File: config.mk
export PLATFORM = sky130hd
export DESIGN_NAME = sdram_word_bridge
export DESIGN_NICKNAME = d
export VERILOG_FILES = /design/src/rtl/sdram_bridge_pkg.sv /design/src/rtl/sdram_word_bridge.sv
export SDC_FILE = /design/constraint.sdc
export NUM_CORES = 1
export LEC_CHECK = 0
export CAP_MARGIN = 20
export CORE_MARGIN = 2
export CORE_UTILIZATION = 45
export DETAILED_ROUTE_END_ITERATION = 10
export PLACE_DENSITY = 0.76
export SLEW_MARGIN = 10
export SYNTH_ARGS = -nofsm -noshare
export SYNTH_HDL_FRONTEND = slang
export SYNTH_SLANG_ARGS = --single-unit
File: constraint.sdc
create_clock -name clk -period 2.5 [get_ports clk]
set_input_delay 0.5 -clock clk [delete_from_list [all_inputs] [get_ports clk]]
set_output_delay 0.5 -clock clk [all_outputs]
set_load 0.005 [all_outputs]
File: src/rtl/sdram_bridge_pkg.sv
// Shared types and helpers for the 32-bit word to 8-bit SDRAM controller bridge.
package sdram_bridge_pkg;

  localparam int BYTES_PER_WORD = 4;

  typedef enum logic [2:0] {
    S_IDLE,
    S_RD_REQ,
    S_RD_WAIT,
    S_WR_REQ,
    S_DONE
  } state_e;

  typedef struct packed {
    logic       none_left;
    logic [1:0] lane;
  } lane_sel_t;

  // Lowest enabled lane strictly above `lane`; none_left is set when no such lane exists.
  function automatic lane_sel_t next_lane(input logic [BYTES_PER_WORD-1:0] be,
                                          input logic [1:0] lane);
    lane_sel_t sel;
    sel.none_left = 1'b1;
    sel.lane      = lane;
    for (int i = BYTES_PER_WORD - 1; i >= 0; i--) begin
      if (be[i] && (i > int'(lane))) begin
        sel.none_left = 1'b0;
        sel.lane      = 2'(i);
      end
    end
    return sel;
  endfunction

endpackage

File: src/rtl/sdram_word_bridge.sv
// Serializes 32-bit host word requests into byte accesses on the 8-bit SDRAM
// controller handshake and reassembles read bytes into a single word response.
module sdram_word_bridge
  import sdram_bridge_pkg::*;
#(
  parameter int HADDR_WIDTH = 25,
  parameter int WADDR_WIDTH = HADDR_WIDTH - 2
) (
  input  logic                   clk,
  input  logic                   rst_n,
  input  logic                   req_valid,
  output logic                   req_ready,
  input  logic                   req_write,
  input  logic [WADDR_WIDTH-1:0] req_addr,
  input  logic [31:0]            req_wdata,
  input  logic [3:0]             req_be,
  output logic                   resp_valid,
  output logic [31:0]            resp_rdata,
  output logic [HADDR_WIDTH-1:0] wr_addr,
  output logic [HADDR_WIDTH-1:0] rd_addr,
  output logic [7:0]             wr_data,
  output logic                   wr_enable,
  output logic                   rd_enable,
  input  logic [7:0]             rd_data,
  input  logic                   ack,
  input  logic                   rd_ready
);

  state_e                   state_q, state_d;
  logic [WADDR_WIDTH-1:0]   addr_q, addr_d;
  logic [31:0]              wdata_q, wdata_d;
  logic [3:0]               be_q, be_d;
  logic [1:0]               lane_q, lane_d;
  logic [31:0]              rword_q, rword_d;

  logic                     req_ready_q, req_ready_d;
  logic                     resp_valid_q, resp_valid_d;
  logic [31:0]              resp_rdata_q, resp_rdata_d;
  logic [HADDR_WIDTH-1:0]   wr_addr_q, wr_addr_d;
  logic [HADDR_WIDTH-1:0]   rd_addr_q, rd_addr_d;
  logic [7:0]               wr_data_q, wr_data_d;
  logic                     wr_enable_q, wr_enable_d;
  logic                     rd_enable_q, rd_enable_d;

  lane_sel_t                first_sel, next_sel;

  // First lane of a new write counts from lane 0; later lanes from the current one.
  assign first_sel = next_lane(req_be, 2'd0);
  assign next_sel  = next_lane(be_q, lane_q);

  // Next-state logic; every output is derived from the next state so it is registered.
  always_comb begin
    state_d      = state_q;
    addr_d       = addr_q;
    wdata_d      = wdata_q;
    be_d         = be_q;
    lane_d       = lane_q;
    rword_d      = rword_q;
    resp_rdata_d = resp_rdata_q;

    case (state_q)
      S_IDLE: begin
        if (req_valid && req_ready_q) begin
          addr_d  = req_addr;
          wdata_d = req_wdata;
          be_d    = req_be;
          if (!req_write) begin
            lane_d  = 2'd0;
            state_d = S_RD_REQ;
          end else if (!req_be[0] && first_sel.none_left) begin
            // Nothing enabled: complete without touching the controller.
            state_d = S_DONE;
          end else begin
            lane_d  = req_be[0] ? 2'd0 : first_sel.lane;
            state_d = S_WR_REQ;
          end
        end
      end
      S_RD_REQ: begin
        if (ack) state_d = S_RD_WAIT;
      end
      S_RD_WAIT: begin
        if (rd_ready) begin
          for (int b = 0; b < BYTES_PER_WORD; b++) begin
            if (lane_q == 2'(b)) rword_d[8*b +: 8] = rd_data;
          end
          if (lane_q == 2'd3) begin
            resp_rdata_d = rword_d;
            state_d      = S_DONE;
          end else begin
            lane_d  = lane_q + 2'd1;
            state_d = S_RD_REQ;
          end
        end
      end
      S_WR_REQ: begin
        if (ack) begin
          if (next_sel.none_left) state_d = S_DONE;
          else                    lane_d  = next_sel.lane;
        end
      end
      S_DONE:  state_d = S_IDLE;
      default: state_d = S_IDLE;
    endcase

    req_ready_d  = (state_d == S_IDLE);
    resp_valid_d = (state_d == S_DONE);
    rd_enable_d  = (state_d == S_RD_REQ);
    wr_enable_d  = (state_d == S_WR_REQ);

    // Addresses and write byte only move when a new access is being presented.
    rd_addr_d = rd_enable_d ? {addr_d, lane_d} : rd_addr_q;
    wr_addr_d = wr_enable_d ? {addr_d, lane_d} : wr_addr_q;
    wr_data_d = wr_data_q;
    if (wr_enable_d) begin
      for (int b = 0; b < BYTES_PER_WORD; b++) begin
        if (lane_d == 2'(b)) wr_data_d = wdata_d[8*b +: 8];
      end
    end
  end

  // State and output registers; reset discards any partial word.
  always_ff @(posedge clk or negedge rst_n) begin
    if (!rst_n) begin
      state_q      <= S_IDLE;
      addr_q       <= '0;
      wdata_q      <= '0;
      be_q         <= '0;
      lane_q       <= '0;
      rword_q      <= '0;
      req_ready_q  <= 1'b0;
      resp_valid_q <= 1'b0;
      resp_rdata_q <= '0;
      wr_addr_q    <= '0;
      rd_addr_q    <= '0;
      wr_data_q    <= '0;
      wr_enable_q  <= 1'b0;
      rd_enable_q  <= 1'b0;
    end else begin
      state_q      <= state_d;
      addr_q       <= addr_d;
      wdata_q      <= wdata_d;
      be_q         <= be_d;
      lane_q       <= lane_d;
      rword_q      <= rword_d;
      req_ready_q  <= req_ready_d;
      resp_valid_q <= resp_valid_d;
      resp_rdata_q <= resp_rdata_d;
      wr_addr_q    <= wr_addr_d;
      rd_addr_q    <= rd_addr_d;
      wr_data_q    <= wr_data_d;
      wr_enable_q  <= wr_enable_d;
      rd_enable_q  <= rd_enable_d;
    end
  end

  assign req_ready  = req_ready_q;
  assign resp_valid = resp_valid_q;
  assign resp_rdata = resp_rdata_q;
  assign wr_addr    = wr_addr_q;
  assign rd_addr    = rd_addr_q;
  assign wr_data    = wr_data_q;
  assign wr_enable  = wr_enable_q;
  assign rd_enable  = rd_enable_q;

endmodule

Fig. 1: run 1, zoomed window
Window x 74 to 124, y 74 to 124 µm. Cells in grey, sequential cells in the stronger grey; small squares are vias.
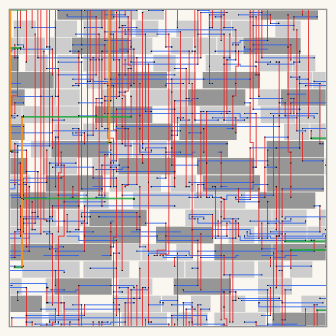
colour	layer
green	metal 3
orange	metal 4
blue	metal 1
red	metal 2
cells with their middle in the window	130
sequential cells in the window	34
most frequent	dfrtp_1 (34), mux2_2 (29), clkdlybuf4s50_1 (27)
netlist names of flops here include	wdata_q (24), wr_data (7), lane_q (2)

Fig. 2: run 1, signal wires on met4
Drawn at 3 px/µm. Supply wires on this layer in grey.
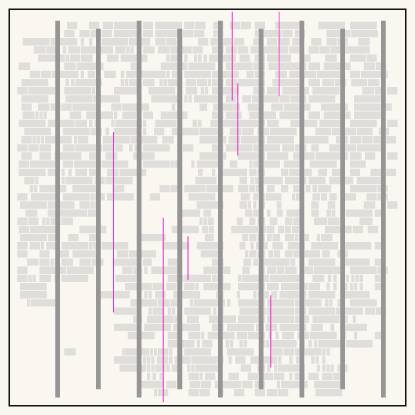
share of all routed wire	1.4%
longest straight run	61.2 µm
via count: 4966
WL final: 17000 µm

==> results.py, run 1 <==
# Auto-generated metrics
metrics = {
    "synth": {
        "ys_ff": 181,
        "avgSynthCellArea_um2": 12.8,
        "synthCells": 573,
        "postSynthSeqShare": 0.618,
        "ys_cells": 573,
        "yosys-stat-area_mm2": 0.00733,
        "syn-cell-area_mm2": 0.00733,
        "post_synth_num_cell_types": 45,
        "edf_count": 0,
        "fp_nets": 646,
        "synthTopCellsByArea": "dfrtp_1 (62%), mux2_2 (16%), nand2_1 (5.2%), nor2_1 (3.8%), mux4_2 (2.5%)",
        "synthArstFlopShare": 1.00,
        "synthTopCellsByCount": "dfrtp_1 (181), mux2_2 (105), nand2_1 (101)",
        "synthFlopType": "dfrtp_1",
    },
    "outcome": {
        "status": "finished clean",
    },
    "clock_network": {
        "cts_buffer_depth": 2,
        "clock_sinks": 181,
        "worstSkewPairLatency_ns": 0.43,
        "numCtsBuffers": 17,
    },
    "route": {
        "dr.pass1.iters": 4,
        "top_layer": "met4",
        "routed-wl-met3_um": 887,
        "ant_nets": 0,
        "dr_wl_met2_um": 8670,
        "wl_per_cell_um": 17.1,
    },
    "global_route": {
        "grt_use_met2": 0.352,
        "grt_overflow": 0,
        "grt_max_degree": 71,
        "busiest_layer": "met2",
        "met3_usage": 0.0567,
        "grt_pass1_vias": 5340,
    },
    "finish": {
        "final_util": 0.640,
        "finalNetCount": 841,
        "layout_top_cell": "dfrtp_1",
        "final_cell_mix": "dfrtp_1 (181), clkdlybuf4s50_1 (163), mux2_2 (105), nand2_1 (101), nor2_1 (74)",
        "drive_gt1_frac": 0.264,
    },
    "worst_setup_path": {
        "worst-setup-path-type": "reg2reg",
        "critPathRequiredTime_ns": 2.80,
        "critPathArrivalTime_ns": 2.74,
        "r2r_slack_ns": 0.06,
    },
    "placement": {
        "place.gp.congestion": 0.828,
        "placed_area_mm2": 0.00948,
        "port_buffers": 166,
    },
    "min_path": {
        "hold_class": "in2async",
    },
    "die": {
        "fp-row-count": 46,
        "dieHeight_um": 132,
    },
    "sta": {
        "rsz0062_at_grt": "false",
        "setup_viol": 0,
        "fin_crit_ns": 2.44,
        "relSlewSlack": 0.551,
    },
    "job": {
        "drv_cap": 0,
    },
    "power_and_ir_drop": {
        "powerDensity_mw_per_mm2": 1340,
    },
}
Fig. 3: run 1, the metal 3 layer
Drawn at 4 px/µm.
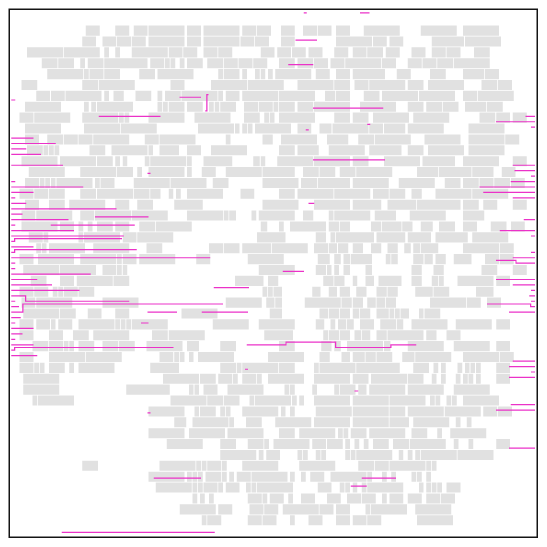
main direction	horizontal
longest straight run	49.9 µm
wire length on this layer	887 µm
nets with wire on the layer	81
share of all routed wire	5.2%

run 1: worst max-delay path: stages (launching register included):
cell      delay (ns)
dfrtp_1         0.43
and4bb_4        0.38
o21ai_1         0.07
a21o_1          0.17
a221oi_2        0.30
buf_4           0.21
mux4_2          0.50
mux2_4          0.27
run 1: report_power, final:
part	switching [W]	total (W)	internal [W]
sequential	0.000711	0.00507	0.00436
clock	0.00116	0.00291	0.00175
combinational	0.00220	0.00568	0.00349
total	0.00406	0.0137	0.00960
run 1: what timing repair did:
| action | in CTS | in global routing |
|---|---|---|
| endpoints found under the setup margin | 5 | 20 |
| cloned | 0 | 0 |
| gates resized | 1 | 4 |
| setup buffers | 0 | 2 |
| pin swaps | 0 | 2 |
run 1: cell families after synthesis:
group,share of synthesized area
and+or+nand+nor,0.121
muxes,0.202
DFF,0.618
buffers and inverters,0.0294
AOI/OAI and AO/OA,0.0294
run 1: area by class of cell:
class	count	area [µm²]
flip-flops and latches	181	4530
fillers	1245	5720
inverters	8	30.0
repair buffers	207	2090
clock buffers	20	457
multi-input cells	353	2590
well taps	216	270
clock inverters	12	190
run 1: state kept, by name, indices dropped and copies added (netlist names), 2 cells and up:
signal      cells
addr_q         23
be_q            3
lane_q          2
rd_addr        25
resp_rdata     32
rword_q        24
state_q         3
wdata_q        32
wr_addr        25
wr_data         8
run 1: worst max-delay path by stage:
stage               start          to  slack, ns  cells past startpoint
5_1_grt        state_q[1]  wr_data[7]      0.007                      6
6_report       state_q[1]  wr_data[3]       0.06                      7
2_1_floorplan  state_q[0]  wr_data[3]       0.05                      8
3_3_place_gp    req_valid  wr_data[1]      -0.44                      8
3_5_place_dp    req_valid  wr_data[4]      -0.47                      8
4_1_cts         req_valid  wr_data[3]      0.002                      8
--- run 2 (diff from run 1) ---
- RECOVER_POWER: not set -> 100
Fig. 4: run 2, signal wires on met4
Drawn at 3 px/µm. Supply wires on this layer in grey.
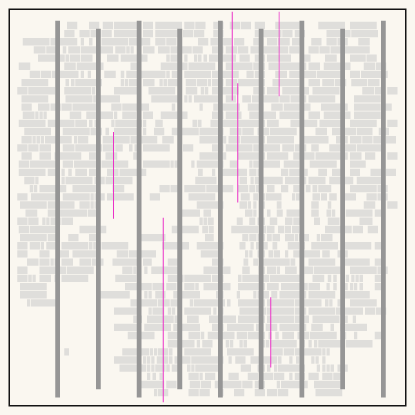
main direction	vertical
wire length on this layer	209 µm
share of all routed wire	1.2%

Fig. 5: run 2, I/O pins on the die edge
Drawn at 3 px/µm. Pins as bars across the die edge, other pins in grey.
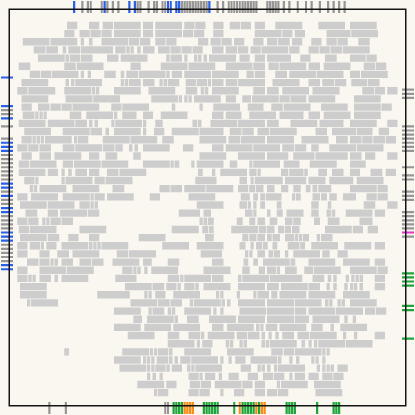
colour	port	pins	direction	edge
green	resp_rdata	32	output	25 bottom, 7 right
blue	rd_addr	25	output	16 left, 9 top
orange	rd_data	8	input	bottom
magenta	ack	1	input	right

==> run 2 against run 1 <==
  * Fmax down 0.70%
  * Total power down 3.4%
  * The run now ends with capacitance limit, slew limit left
  * Cell area down 0.81%
  * Global-route usage unchanged
  * Die size unchanged
  * Register-to-register slack worse by 0.02 ns
  * Worst setup slack worse by 0.017 ns
  * Clock skew up 0.0038 ns
==> results.py, run 2 <==
# Auto-generated metrics
metrics = {
    "outcome": {
        "status": "finished, violations left",
        "violations": "capacitance limit, slew limit",
    },
    "worst_setup_path": {
        "cp_slowest_cell": "mux4_2",
        "cp_top_family": "multiplexers",
        "critPathRequiredTime_ns": 2.80,
        "critPathArrivalTime_ns": 2.75,
        "worst-setup-path-type": "reg2reg",
        "max_stage_delay_ns": 0.50,
    },
    "die": {
        "fp-row-count": 46,
        "dieHeight_um": 132,
    },
    "synth": {
        "synthArstFlopShare": 1.00,
        "postSynthSeqShare": 0.618,
        "edf_count": 0,
        "avgSynthCellArea_um2": 12.8,
        "fp_nets": 646,
        "yosys-stat-area_mm2": 0.00733,
        "synthTopCellsByArea": "dfrtp_1 (62%), mux2_2 (16%), nand2_1 (5.2%), nor2_1 (3.8%), mux4_2 (2.5%)",
        "syn-cell-area_mm2": 0.00733,
        "ys_cells": 573,
        "post_synth_num_cell_types": 45,
    },
    "finish": {
        "final_util": 0.634,
        "n_fill_cell": 1270,
        "layout_top_cell": "dfrtp_1",
        "finalNetCount": 841,
        "final_cell_mix": "dfrtp_1 (181), nand2_1 (101), dlygate4sd3_1 (95), mux2_2 (75), nor2_1 (74)",
        "drive_gt1_frac": 0.210,
    },
    "route": {
        "wl_per_cell_um": 17.1,
        "ant_nets": 0,
        "via_count": 4941,
        "dr.pass1.iters": 4,
    },
    "sta": {
        "setup_viol": 0,
        "report.final.slew_viol_count": 68,
        "rsz0062_at_grt": "false",
    },
    "placement": {
        "place.gp.congestion": 0.828,
    },
    "job": {
        "drv_cap": 1,
    },
    "clock_network": {
        "numCtsBuffers": 17,
        "cts_buffer_depth": 2,
        "worstSkewPairLatency_ns": 0.43,
    },
    "power_and_ir_drop": {
        "powerDensity_mw_per_mm2": 1310,
    },
    "global_route": {
        "grt_overflow": 0,
        "grt_pass1_vias": 5340,
    },
}
## run 2: cell counts after synthesis
No cell type changed its count.
## run 2: repair_timing
| item | in CTS | in global routing |
|---|---|---|
| buffers inserted | 0 | 2 |
| hold buffers | 0 | 0 |
| gates resized | 1 | 4 |
| endpoints found under the setup margin | 5 | 20 |
| pin swaps | 0 | 2 |
## run 2: per-layer routing
metal,GRT usage,share of wire,vias to the layer above
met2,0.352,0.51,110
met5,0,0,-
met4,0.0670,0.012,0
li1,-,-,2320
met3,0.0567,0.048,15
met1,0.250,0.43,2496
## run 2: final timing paths
| path | cells after the start | from | endpoint | slack, ns |
|---|---|---|---|---|
| max | 7 | state_q[1] | wr_data[3] | 0.05 |
| min | 2 | req_be[2] | be_q[2] | 0.44 |
| max reg2reg | 7 | state_q[1] | wr_data[3] | 0.05 |
| min reg2reg | 2 | rword_q[19] | resp_rdata[19] | 0.46 |
| max in group asynchronous | 1 | rst_n | addr_q[8] | 0.84 |
| min in group asynchronous | 1 | rst_n | addr_q[16] | 0.58 |
## run 2: area by class of cell
class,instances,area [µm²],area share
Timing Repair Buffer,207,2020,0.201
Clock inverter,12,190,0.0189
Sequential cell,181,4530,0.449
Multi-Input combinational cell,353,2580,0.256
Tap cell,216,270,0.0268
Clock buffer,20,457,0.0453
Inverter,8,30.0,0.00298
## run 2: report_power, final
group / internal (W) / switching, W
Combinational: 0.00307 / 0.00219
Sequential: 0.00436 / 0.000673
Clock: 0.00175 / 0.00115
## run 2: cell families (layout without fill, tap and decap cells)
family                 Yosys count  in the layout  synth area share
AND-OR/OR-AND                   26             26            0.0294
flip-flops                     181            181             0.618
multiplexers                   121            121             0.202
buffers and inverters           39            247            0.0294
AND/OR/NAND/NOR                206            206             0.121
--- run 3 (diff from run 2) ---
- CORE_ASPECT_RATIO: not set -> 0.75
- clock period: 2.5 -> 2.23 ns (I/O delays scaled with it)
Fig. 6: run 3, zoomed window
Window x 89 to 139, y 61 to 111 µm. Cells in grey, sequential cells in the stronger grey; small squares are vias.
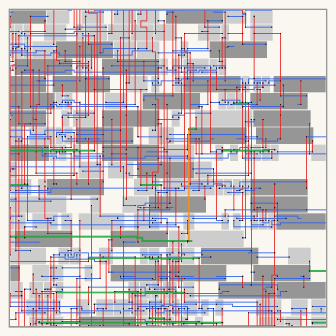
colour	layer
blue	metal 1
green	metal 3
orange	metal 4
red	metal 2
most frequent	nand2_1 (52), dfrtp_1 (36)
cells with their middle in the window	173
netlist names of flops here include	resp_rdata (17), rword_q (12), be_q (2)
sequential cells in the window	36

Fig. 7: run 3, the metal 3 layer
Drawn at 3 px/µm.
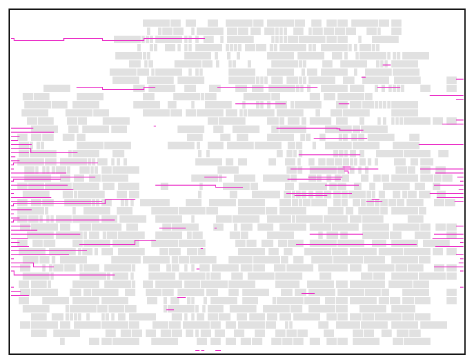
GR met3 Demand/Resource: 0.0665
WL final: 18600 µm
via count: 5125

==> run 3 against run 2 <==
  * The run ends with setup timing left
  * Synthesized cell count unchanged
  * Routed wire length increased by 9.5%
  * Cell area increased by 4.3%
  * Sequential power increased by 13%
  * Worst setup slack got worse by 0.27 ns
  * Clock power decreased by 4%
  * Worst hold slack got worse by 0.020 ns
  * Critical path type unchanged
  * Critical endpoint is now wr_data[7]
  * Largest cell class unchanged
==> results.py, run 3 <==
# Auto-generated metrics
metrics = {
    "die": {
        "fp-row-count": 40,
        "die_w_um": 151,
        "dieHeight_um": 115,
        "die-area_mm2": 0.0173,
        "initial_utilization": 0.459,
        "core_mm2": 0.0160,
    },
    "synth": {
        "postSynthSeqShare": 0.618,
        "yosys.area_share.aoi": 0.0294,
        "post_synth_num_cell_types": 45,
        "synthCells": 573,
        "synthTopCellsByArea": "dfrtp_1 (62%), mux2_2 (16%), nand2_1 (5.2%), nor2_1 (3.8%), mux4_2 (2.5%)",
        "synthTopLogicFamily": "multiplexers",
        "ys_cells": 573,
        "synthXorXnorAreaFrac": 0,
        "top_area_cell": "dfrtp_1",
        "fp_nets": 646,
        "syn-cell-area_mm2": 0.00733,
        "synthFlopType": "dfrtp_1",
        "synth.area.mux_share": 0.202,
        "yosys-stat-area_mm2": 0.00733,
        "ys_sh_simple": 0.121,
        "edf_count": 0,
        "ys_ff": 181,
        "avgSynthCellArea_um2": 12.8,
        "yosysTopAreaCellShare": 0.618,
        "synthArstFlopShare": 1.00,
        "adder_share": 0,
    },
    "worst_setup_path": {
        "r2r_slack_ns": -0.23,
        "cp_slowest_cell": "mux4_2",
        "critPathRequiredTime_ns": 2.53,
        "rr_worst_depth": 8,
        "critPathArrivalTime_ns": 2.75,
        "reg2reg_from": "state_q[1]",
        "worst-setup-path-type": "reg2reg",
        "worst-path-buf-inv": 3,
        "endpoint_kind": "register",
        "r2r_end": "wr_data[7]",
        "critPathLaunch": "state_q[1]",
        "worstPathCellList": "and4bb_4, nor2b_4, buf_6, buf_12, buf_16, mux2_1, mux4_2, mux2_4",
        "cp_top_family": "multiplexers",
        "max_stage_delay_ns": 0.46,
    },
    "power_and_ir_drop": {
        "pwr-share-clk": 0.178,
        "fin_total_pwr_w": 0.0156,
        "swShare": 0.315,
        "pwr-share-comb": 0.459,
        "pwr-share-seq": 0.364,
        "p_int_w": 0.0107,
        "switching_power_w": 0.00491,
        "powerDensity_mw_per_mm2": 1480,
    },
    "job": {
        "warnings": 29,
        "drv_cap": 0,
    },
    "clock_network": {
        "worstSkewPairLatency_ns": 0.42,
        "clock_sinks": 181,
        "cts_buffer_depth": 2,
        "cts_tree": "done",
        "numCtsBuffers": 17,
        "ctsRootBufferMaster": "clkbuf_16",
    },
    "placement": {
        "port_buffers": 166,
        "pre_cts_ws_ns": -0.656,
        "place.gp.congestion": 0.849,
    },
    "route": {
        "ant_nets": 0,
        "wl_per_cell_um": 18.3,
        "dr.pass1.iters": 4,
        "drc_errors": 0,
    },
    "global_route": {
        "antenna_found_initial": 0,
        "grt_overflow": 0,
        "grt_pass1_vias": 5481,
        "grt.total_usage": 0.224,
        "grt_pass1_wl_um": 29400,
    },
    "outcome": {
        "violations": "setup timing",
        "status": "finished, violations left",
    },
    "finish": {
        "diodes": 0,
        "final_cell_mix": "dfrtp_1 (180), nand2_1 (101), dlygate4sd3_1 (95), nor2_1 (73), clkdlybuf4s50_1 (69)",
        "final_util": 0.659,
        "layout_top_cell": "dfrtp_1",
        "finalNetCount": 869,
        "drive_gt1_frac": 0.260,
    },
    "sta": {
        "fmax_mhz": 407,
        "rsz0062_at_grt": "true",
        "setup_viol": 55,
        "skew_ns": 0.0108,
        "fin_ws_ns": -0.227,
        "report.final.slew_viol_count": 0,
        "fin_crit_ns": 2.46,
        "worst_slew_pin_slew_ns": 0.768,
        "relSlewSlack": 0.488,
    },
    "min_path": {
        "min-delay-start": "req_be[2]",
        "whs_endpoint": "be_q[2]",
        "hold_class": "in2reg",
        "min_path_cells": 2,
    },
}
==> run 3: cell counts after synthesis <==
No cell type changed its count.
==> run 3: power by group through the flow <==
stage               Clock, W  Combinational, W  Sequential, W
global placement           0           0.00640        0.00563
CTS                  0.00283           0.00744        0.00570
global route         0.00297           0.00770        0.00584
finish               0.00277           0.00715        0.00566
floorplan                  0           0.00360        0.00557
detailed placement         0           0.00661        0.00572
==> run 3: per-layer routing <==
layer	global-route usage	wire (µm)	share of wire	vias up
met1	0.299	8220	0.44	2611
met3	0.0665	1120	0.060	14
met5	0	0	0	-
met4	0.0604	201	0.011	0
li1	-	-	-	2371
met2	0.359	9110	0.49	129
==> run 3: how the worst max path moves through the flow <==
stage / to / cells after the start
2_1_floorplan: wr_data[3] / 8
3_3_place_gp: wr_data[1] / 8
3_5_place_dp: wr_data[6] / 7
4_1_cts: wr_data[3] / 8
5_1_grt: wr_data[2] / 8
6_report: wr_data[7] / 8
==> run 3: repair_timing <==
| action | CTS | global route |
|---|---|---|
| endpoints found under the hold margin | 27 | 0 |
| gates cloned | 6 | 3 |
| pin swaps | 3 | 1 |
| endpoints found under the setup margin | 42 | 55 |
| hold buffers | 1 | 0 |
| gates resized | 40 | 15 |
| buffers inserted | 8 | 1 |
==> run 3: final cells by class <==
cell class              instances  area (µm²)
flip-flops and latches        181        4530
repair buffers                235        2450
clock buffers                  20         447
inverters                       8        35.0
clock inverters                12        93.8
multi-input cells             353        2700
well taps                     210         263
fillers                      1174        5450
==> run 3: logic make-up after synthesis <==
kind of cell           Yosys count
AND/OR/NAND/NOR                206
flip-flops                     181
multiplexers                   121
buffers and inverters           39
AND-OR/OR-AND                   26
No activity file was given, so power comes from the tool's default toggle rates.
